Figure 1. Selected gate families (run 1).
Scale: 6 px per um.
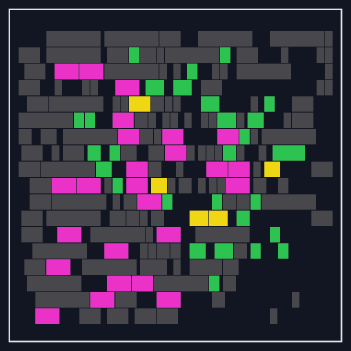
Figure 2. Metal layers overlaid (run 1).
Scale: 6 px per um.
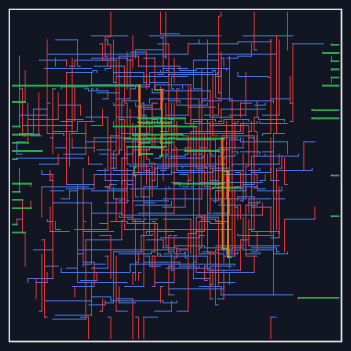
Figure 3. The clock network (run 1).
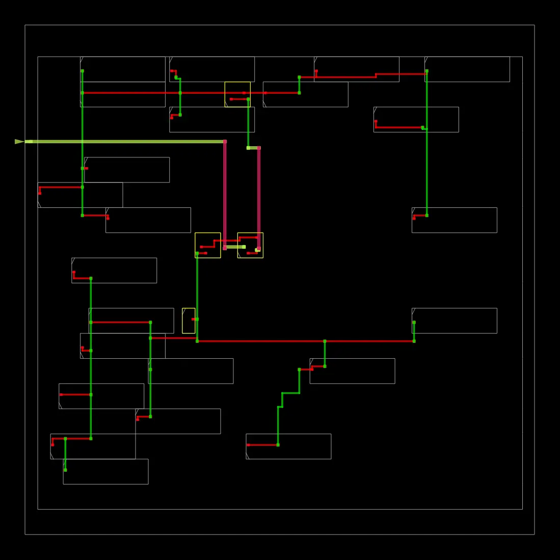
Figure 4. I/O nets highlighted (run 1).
Scale: 8 px per um.
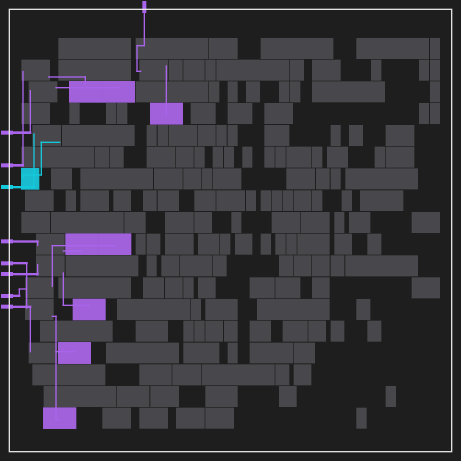
==> src/rtl/qsn_pipe.sv <==
// Pipelined quasi-cyclic shift network. It rotates one LIFTING_FACTOR-bit circulant
// block per transfer. Two register stages with valid/ready flow control and a global
// advance. Out-of-range shifts are flagged and counted in a saturating counter.
module qsn_pipe #(
   parameter int unsigned LIFTING_FACTOR = 8,
   parameter int unsigned SHIFT_WIDTH    = $clog2(LIFTING_FACTOR),
   parameter int unsigned ERR_CNT_WIDTH  = 8
) (
   input  logic                      clk,
   input  logic                      rst_n,
   input  logic                      in_valid,
   output logic                      in_ready,
   input  logic [LIFTING_FACTOR-1:0] in_data,
   input  logic [SHIFT_WIDTH-1:0]    in_shift,
   input  logic [1:0]                in_mode,
   output logic                      out_valid,
   input  logic                      out_ready,
   output logic [LIFTING_FACTOR-1:0] out_data,
   output logic                      out_err,
   output logic [ERR_CNT_WIDTH-1:0]  err_count,
   input  logic                      err_clr
);

   localparam int unsigned SW1 = SHIFT_WIDTH + 1;
   // L needs one bit more than the shift field when L is a power of two
   localparam logic [SHIFT_WIDTH:0] LF = SW1'(LIFTING_FACTOR);

   localparam logic [1:0] MODE_ROT_R = 2'b00;
   localparam logic [1:0] MODE_ROT_L = 2'b01;
   localparam logic [1:0] MODE_BYP   = 2'b10;
   localparam logic [1:0] MODE_ZERO  = 2'b11;

   logic adv;
   logic in_fire;
   logic in_oor;

   logic                      s1_valid;
   logic [LIFTING_FACTOR-1:0] s1_data;
   logic [SHIFT_WIDTH-1:0]    s1_shift;
   logic [1:0]                s1_mode;
   logic                      s1_oor;

   logic [2*LIFTING_FACTOR-1:0] dbl;
   logic [SHIFT_WIDTH:0]        rot_base;
   logic [LIFTING_FACTOR-1:0]   rot_data;
   logic [LIFTING_FACTOR-1:0]   s2_data_d;

   // Both stages move together; a stalled output freezes the whole pipe
   assign adv      = !out_valid || out_ready;
   assign in_ready = adv;
   assign in_fire  = in_valid && adv;
   // Only the rotating modes care about the shift range
   assign in_oor   = !in_mode[1] && ({1'b0, in_shift} >= LF);

   // Stage 1: capture the raw transfer and its range flag
   always_ff @(posedge clk or negedge rst_n) begin
      if (!rst_n) begin
         s1_valid <= 1'b0;
         s1_data  <= '0;
         s1_shift <= '0;
         s1_mode  <= MODE_ROT_R;
         s1_oor   <= 1'b0;
      end else if (adv) begin
         s1_valid <= in_valid;
         if (in_valid) begin
            s1_data  <= in_data;
            s1_shift <= in_shift;
            s1_mode  <= in_mode;
            s1_oor   <= in_oor;
         end
      end
   end

   // Rotation by indexing the doubled block; base forced to 0 when the result is masked
   always_comb begin
      dbl      = {s1_data, s1_data};
      rot_base = '0;
      if (!s1_oor) begin
         case (s1_mode)
            MODE_ROT_R: rot_base = {1'b0, s1_shift};
            MODE_ROT_L: rot_base = LF - {1'b0, s1_shift};
            default:    rot_base = '0;
         endcase
      end
      rot_data = dbl[rot_base +: LIFTING_FACTOR];
   end

   // Result selection by mode
   always_comb begin
      s2_data_d = '0;
      unique case (s1_mode)
         MODE_ROT_R, MODE_ROT_L: s2_data_d = s1_oor ? '0 : rot_data;
         MODE_BYP:               s2_data_d = s1_data;
         MODE_ZERO:              s2_data_d = '0;
         default:                s2_data_d = '0;
      endcase
   end

   // Stage 2: registered result; data only reloads when a real transfer arrives
   always_ff @(posedge clk or negedge rst_n) begin
      if (!rst_n) begin
         out_valid <= 1'b0;
         out_data  <= '0;
         out_err   <= 1'b0;
      end else if (adv) begin
         out_valid <= s1_valid;
         if (s1_valid) begin
            out_data <= s2_data_d;
            out_err  <= s1_oor;
         end
      end
   end

   // Saturating error counter, counted at input acceptance; clear wins over increment
   always_ff @(posedge clk or negedge rst_n) begin
      if (!rst_n) begin
         err_count <= '0;
      end else if (err_clr) begin
         err_count <= '0;
      end else if (in_fire && in_oor && (err_count != '1)) begin
         err_count <= err_count + ERR_CNT_WIDTH'(1);
      end
   end

endmodule

==> config.mk <==
export PLATFORM = sky130hd
export DESIGN_NAME = qsn_pipe
export DESIGN_NICKNAME = d
export VERILOG_FILES = /design/src/rtl/qsn_pipe.sv
export SDC_FILE = /design/constraint.sdc
export NUM_CORES = 1
export LEC_CHECK = 0
export CAP_MARGIN = 25
export CORE_UTILIZATION = 53
export DETAILED_ROUTE_END_ITERATION = 7
export HOLD_SLACK_MARGIN = 0.1
export PLACE_DENSITY = 0.86
export RECOVER_POWER = 25
export SLEW_MARGIN = 20
export SYNTH_ARGS = -nofsm -noshare
export SYNTH_HDL_FRONTEND = slang
export SYNTH_SLANG_ARGS = --single-unit
==> constraint.sdc <==
create_clock -name clk -period 3.85 [get_ports clk]
set_input_delay 1.155 -clock clk [delete_from_list [all_inputs] [get_ports clk]]
set_output_delay 1.155 -clock clk [all_outputs]
set_load 0.02 [all_outputs]
==> impl_metrics.yaml, run 1 <==
# generated from flow reports
floorplanning:
  dieWidth_um: 55.1
  dieHeight_um: 55.1
  dieArea_um2: 3040
global_route:
  antenna_found_initial: 0
  grt_pass1_vias: 1161
  grt_pass1_wl_mm: 5.15
clocking:
  clock_latency_ns: 0.31
  hold_buffers: 0
  clk_pin_slew_ns: 0.12
  htreeDepth: 1
  cts_root_buf: "clkbuf_4"
logic_synthesis:
  ys_seq_share_pct: 38.5
  yosysMostFrequentCell: "nand2_1"
  edf_count: 0
  avgSynthCellArea_um2: 9.17
  ys_chip_area_um2: 1500
  yosysTopAreaCell: "dfrtp_1"
  ys_sh_adder_pct: 0.837
  ys_top_cells_by_count: "nand2_1, dfrtp_1, nor2_1"
  yosys_cells: 163
outcome:
  status: "completed"
critical_path:
  cpMaxStageDelayCell: "clkdlybuf4s50_1"
  cp_max_fo: 2
  worst_r2r_endpoint: "out_data[3]"
  critical_path_class: "in2out"
  start_kind: "primary input"
  crit-reg2reg-launch: "s1_shift[0]"
  endpoint: "in_ready"
  r2r_setup_slack_ns: 1.53
  critPathCaptureType: "primary output"
placed_design:
  gp_congestion: 0.936
power_and_ir_drop:
  pg_comb_mw: 0.452
  switching_share_pct: 40.1
  p_int_mw: 0.561
detailed_routing:
  drt-pass1-iter-count: 4
  drtIter0Drc: 28
  drt-vias-per-instance: 5.86
final_timing:
  tightest_slew_ns: 1.26
  worst_hold_slack_ns: 0.520
  setup_viol: 0
min_path:
  min_delay_worst_endpoint: "out_valid"
  hold_start: "s1_valid"
final_layout:
  nets: 204
  diodes: 0
-- Figure 1 (at the start) --
- green: inverting AOI/OAI gates (cells 28)
- yellow: AND-OR and OR-AND gates (cells 5; where middle)
- magenta: multiplexers (cells 25)
highest-count logic cell in the final layout: clkdlybuf4s50_1
Cell Count, Final, Fillers Out: 214

-- Figure 2 (at the start) --
- green: met3 (wire length 163 um)
- orange: met4 (wire length 55.1 um)
- blue: met1 (wire length 1410 um)
- red: met2 (wire length 1550 um)
WL/cell: 14.8 um
vias post-DR: 1255

-- Figure 3 (at the start) --
worst clock skew: 0.00912 ns
Seq cells: 23
clock group power: 0.112 mW

-- Figure 4 (at the start) --
- purple: in_data (bits 8; direction input; end cells 8; buffers 8; wire 112 um)
- cyan: out_ready (bits 1; direction input; end cells 1; buffers 1; wire 18.2 um)
IO Port Bufs: 26
IO Count: 37

run 1: cell usage in the layout (no fill, tap or decap), types with 2 or more instances in the layout:
cell type	Yosys	final
inv_1	4	4
clkdlybuf4s50_1	0	25
mux2i_1	10	10
mux2_2	6	6
conb_1	1	9
nand2_1	24	24
o21ai_0	4	4
o221ai_1	4	4
clkbuf_1	2	2
clkbuf_4	0	3
dfrtp_1	23	23
mux2_1	9	9
nor2b_1	2	2
nand2b_1	6	6
a31oi_1	2	2
nor2_1	13	13
or2_1	4	4
a21oi_1	12	12
run 1: state kept, by name, summed over array words and instances, names as in the netlist:
signal,count
out_valid,1
s1_mode,2
s1_data,8
s1_shift,3
s1_valid,1
out_data,8
run 1: through the flow:
stage	power (mW)	area (um2)	setup WS (ns)	utilization, %	instances
after floorplan	0.677	1530	1.26	-	171
after detailed placement	0.828	1710	0.373	66.7	210
after global routing	1.01	1730	0.353	67.5	214
final	0.937	1730	0.375	67.5	214
after CTS	0.941	1740	0.366	67.7	214
after global placement	0.813	1710	0.380	66.7	210
run 1: area by class of cell:
cell class                 instances  share of cell area [%]
clock buffer                       4                    1.52
sequential                        23                    33.2
inverter                           4                   0.866
tap                               30                    2.17
timing repair buffer              27                    15.1
multi-input combinational        126                    47.1
run 1: layer usage:
layer | vias up | wire length [um] | GRT usage, %
met2 | 54 | 1550 | 40.4
met4 | 0 | 55 | 6.67
met5 | - | 0 | 0
met3 | 8 | 162 | 3.28
li1 | 596 | - | -
met1 | 597 | 1410 | 32.1
run 1: worst max-delay path, delay by kind of cell:
kind / cells / cell delay [ns]
buffers and inverters: 2 / 1.05
and+or+nand+nor: 1 / 0.11
run 1: cells by family after synthesis:
group,after synthesis
simple gates,58
compound gates,33
mux,25
flops,23
buf+inv,22
fa+ha+maj,1
other cells,1
Figure 5. Where the registers sit (run 1).
Scale: 4 px per um. Other sequential cells in the stronger gray, the rest of the logic in the fainter gray.
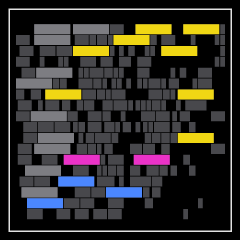

==> run 2: changes to the inputs <==
--- a/config.mk
+++ b/config.mk
@@ -6,7 +6,9 @@
 export NUM_CORES = 1
 export LEC_CHECK = 0
 export CAP_MARGIN = 25
+export CORE_ASPECT_RATIO = 0.75
 export CORE_UTILIZATION = 53
+export CTS_CLUSTER_SIZE = 30
 export DETAILED_ROUTE_END_ITERATION = 7
 export HOLD_SLACK_MARGIN = 0.1
 export PLACE_DENSITY = 0.86
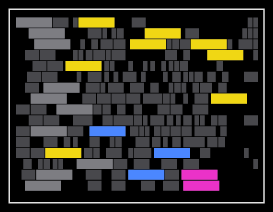
Figure 6: run 2, where the registers sit.
Scale: 4 px per um. Other sequential cells in the stronger gray, the rest of the logic in the fainter gray.
- yellow: out_data (placed flops 8)
- blue: s1_shift (placed flops 3)
- magenta: s1_mode (placed flops 2)
fraction of area in registers: 32.8%
Core Util, Final: 66.3%
sequential cell area: 576 um2
sequential logic power: 0.373 mW

==> run 2 against run 1 <==
Combinational power is essentially flat. Worst hold slack worse by 0.018 ns. Flip-flop count did not move. Critical endpoint unchanged. Largest power group unchanged.
==> impl_metrics.yaml, run 2 <==
# generated from flow reports
power_and_ir_drop:
  p_int_mw: 0.592
  switching_share_pct: 39.2
floorplanning:
  pin_count: 37
  dieHeight_um: 48
  dieArea_um2: 3040
critical_path:
  cp_max_fo: 6
  crit_buf_inv: 2
  critical_path_class: "in2out"
detailed_routing:
  met1_length_mm: 1.45
  drtIter0Drc: 115
clocking:
  clock_latency_ns: 0.26
  hold_buffers: 0
  cts_root_buf: "clkbuf_8"
global_route:
  grt_pass1_wl_mm: 5.01
logic_synthesis:
  yosysTopAreaCell: "dfrtp_1"
placed_design:
  place_inst: 215
  portBuffers: 26
  gp_congestion: 0.884
final_layout:
  mostFrequentLayoutCell: "clkdlybuf4s50_1"
outcome:
  status: "completed"
final_timing:
  tightest_slew_ns: 1.24
  setup_viol: 0
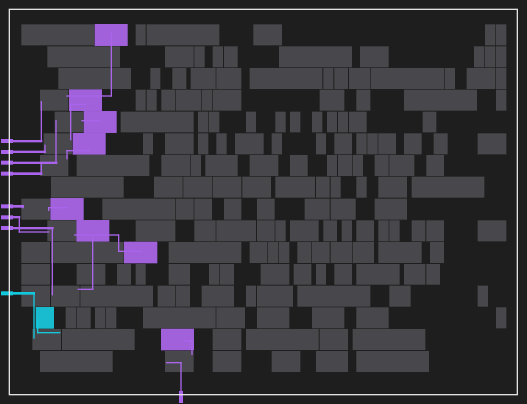
Figure 7: run 2, I/O nets highlighted.
Scale: 8 px per um.
- purple: in_data (bits 8; direction input; end cells 8; buffers 8; wire 104 um)
- cyan: out_ready (bits 1; direction input; end cells 1; buffers 1; wire 12.6 um)

-- run 2: final timing paths --
kind | cells past startpoint | slack (ns) | from | to
max | 3 | 0.26 | out_ready | in_ready
min | 2 | 0.50 | out_data[5] | out_data[5]
max reg2reg | 7 | 1.52 | s1_shift[0] | out_data[3]
min reg2reg | 2 | 0.50 | out_data[5] | out_data[5]
max in group asynchronous | 1 | 1.98 | rst_n | s1_data[4]
min in group asynchronous | 1 | 1.13 | rst_n | out_data[1]
-- run 2: logic make-up (layout without fill, tap and decap cells) --
family          count (synthesis)  count (layout)  synth area share (%)
simple gates                   58              58                  18.7
compound gates                 33              33                  14.9
mux                            25              25                  18.0
flops                          23              23                  38.5
buf+inv                        22              34                  8.87
fa+ha+maj                       1               1                 0.837
other cells                     1               9                 0.251
-- run 2: final cells by class --
type / instances / area [um2]
clock buffer: 3 / 41.3
tap: 36 / 45.0
timing repair buffer: 26 / 254
fill: 248 / 890
sequential: 23 / 576
inverter: 4 / 15.0
multi-input combinational: 126 / 817
clock inverter: 1 / 5.00
-- run 2: metal layers --
layer / vias up / global-route usage (%)
met5: - / 0
met4: 0 / 5.45
met3: 6 / 5.00
met2: 55 / 37.7
met1: 585 / 29.8
li1: 595 / -
-- run 2: stage by stage --
| step | setup slack, ns | util, % | hold WS (ns) | total power [mW] |
|---|---|---|---|---|
| 3_5_place_dp | 0.266 | 64.8 | 0.490 | 0.824 |
| 5_1_grt | 0.190 | 66.3 | 0.538 | 1.04 |
| 4_1_cts | 0.255 | 66.6 | 0.509 | 0.978 |
| 6_report | 0.259 | 66.3 | 0.502 | 0.974 |
| 2_1_floorplan | 1.26 | - | 0.460 | 0.677 |
| 3_3_place_gp | 0.264 | 64.8 | 0.482 | 0.811 |
Figure 8. Metal layers overlaid (run 2).
Scale: 6 px per um.
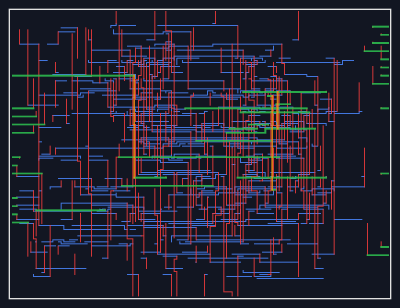

==> run 3: changes to the inputs <==
--- a/config.mk
+++ b/config.mk
@@ -10,6 +10,7 @@
 export CORE_UTILIZATION = 53
 export CTS_CLUSTER_SIZE = 30
 export DETAILED_ROUTE_END_ITERATION = 7
+export GPL_TIMING_DRIVEN = 0
 export HOLD_SLACK_MARGIN = 0.1
 export PLACE_DENSITY = 0.86
 export RECOVER_POWER = 25
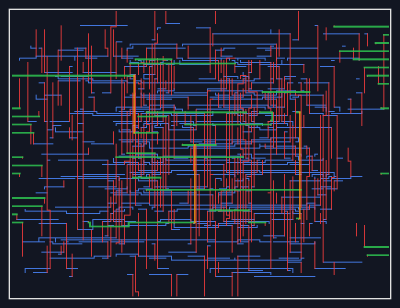
Figure 9: run 3, metal layers overlaid.
Scale: 6 px per um.
- orange: met4 (wire length 40.1 um)
- blue: met1 (wire length 1570 um)
- green: met3 (wire length 261 um)
- red: met2 (wire length 1620 um)
final wirelength: 3.49 mm
GRT Overall Usage: 25.1%

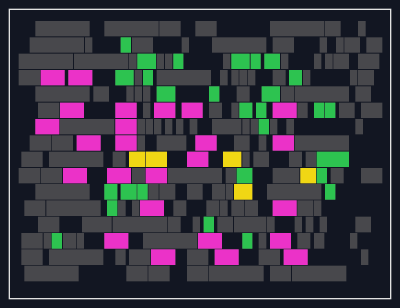
Figure 10: run 3, selected gate families.
Scale: 6 px per um.
- yellow: AND-OR and OR-AND gates (cells 5)
- magenta: multiplexers (cells 25)
- green: inverting AOI/OAI gates (cells 28)
Cell Count, Final, Fillers Out: 237
multi-input combinational area share: 43.6%

==> run 3 against run 2 <==
Cell count rose by 8.2%. Area after synthesis did not move. Die size did not move. Register-to-register slack improved by 0.30 ns. Worst hold slack better by 0.0043 ns. Sequential share of layout area shrank 2.1 points. Global-route usage is 2.9 points higher. Design area up 6.9%. Clock skew grew 0.0034 ns. Flip-flop count unchanged. Non-clock buffer count rose by 18. Utilization increased by 4.5 points. Critical path type unchanged. Largest power group unchanged. Highest routed layer unchanged.
==> impl_metrics.yaml, run 3 <==
# generated from flow reports
final_layout:
  top_regs: "out_data (8), s1_data (8), s1_shift (3)"
  nets: 221
  mostFrequentLayoutCell: "clkdlybuf4s50_1"
  finalInstanceArea_um2: 1870
placed_design:
  gp_congestion: 0.900
  postPlaceCellArea_um2: 1830
  place_ws_ns: 0.257
critical_path:
  crit_family: "buffers and inverters"
  start_kind: "primary input"
  crit-reg2reg-launch: "s1_shift[0]"
  worstRegToRegCells: 8
  timing.critical_path.from: "out_ready"
  critPathCaptureType: "primary output"
clocking:
  cts_root_buf: "clkbuf_8"
  clock_latency_ns: 0.27
logic_synthesis:
  synth.comb.largest_family: "simple AND/OR/NAND/NOR gates"
  synthMuxAreaShare_pct: 18.0
  synthXorXnorAreaFrac_pct: 0
  yosys_cells: 163
  ys_sh_simple_pct: 18.7
  ys_sh_aoi_pct: 14.9
  yosysMostFrequentCell: "nand2_1"
  avgSynthCellArea_um2: 9.17
final_timing:
  setup_viol: 0
  tightest_slew_ns: 1.25
  postLayoutSetupSlackWorst_ns: 0.253
detailed_routing:
  wl_per_cell_um: 14.7
  num_vias: 1321
  drt-pass1-iter-count: 4
  drt-vias-per-instance: 5.57
outcome:
  status: "completed"
floorplanning:
  dieArea_um2: 3040
  pin_count: 37
  dieWidth_um: 63.3
global_route:
  grt_pass1_vias: 1154
  antenna_found_initial: 0
min_path:
  min_delay_worst_endpoint: "out_data[2]"
## run 3: worst max path at each step
stage                     to  slack [ns]  cells after the start
floorplan           in_ready        1.26                      1
global placement    in_ready        0.25                      3
detailed placement  in_ready        0.26                      3
CTS                 in_ready        0.25                      3
global route        in_ready        0.18                      3
finish              in_ready        0.25                      3
## run 3: where the power goes
group / internal, mW / switching [mW]
clock: 0.0734 / 0.0855
combinational: 0.232 / 0.254
sequential: 0.307 / 0.0574
total: 0.613 / 0.397
## run 3: routing by layer
metal	share of wire [%]	wire length (um)	track usage [%]	vias up
met4	1.1	40	8.18	0
met3	7.5	261	4.76	6
li1	-	-	-	629
met2	46	1620	44.5	58
met5	0	0	0	-
met1	45	1570	32.1	628
## run 3: cell type report
class                   instances  area [um2]
clock buffers                   3        41.3
multi-input cells             126         817
repair buffers                 26         254
plain buffers                  18         118
flip-flops and latches         23         576
clock inverters                 1        7.51
inverters                       4        15.0
well taps                      36        45.0
fillers                       233         769
## run 3: per-stage QoR
stage	instances	hold slack, ns	util, %
floorplan	171	0.460	-
global placement	233	0.485	69.3
detailed placement	233	0.485	69.3
CTS	237	0.507	71.1
global route	237	0.542	70.9
finish	237	0.506	70.9
## run 3: logic make-up (layout without fill, tap and decap cells)
family	Yosys count	in the layout
AOI/OAI and AO/OA	33	33
adders and majority gates	1	1
buffers and inverters	22	52
DFF	23	23
muxes	25	25
other	1	9
and+or+nand+nor	58	58
## run 3: tightest hold or removal path, delay by kind of cell (launching register included)
family	cells	cell delay [ns]
flip-flops	1	0.34
AND-OR/OR-AND	2	0.12
Power is estimated from default activity; no workload was simulated.
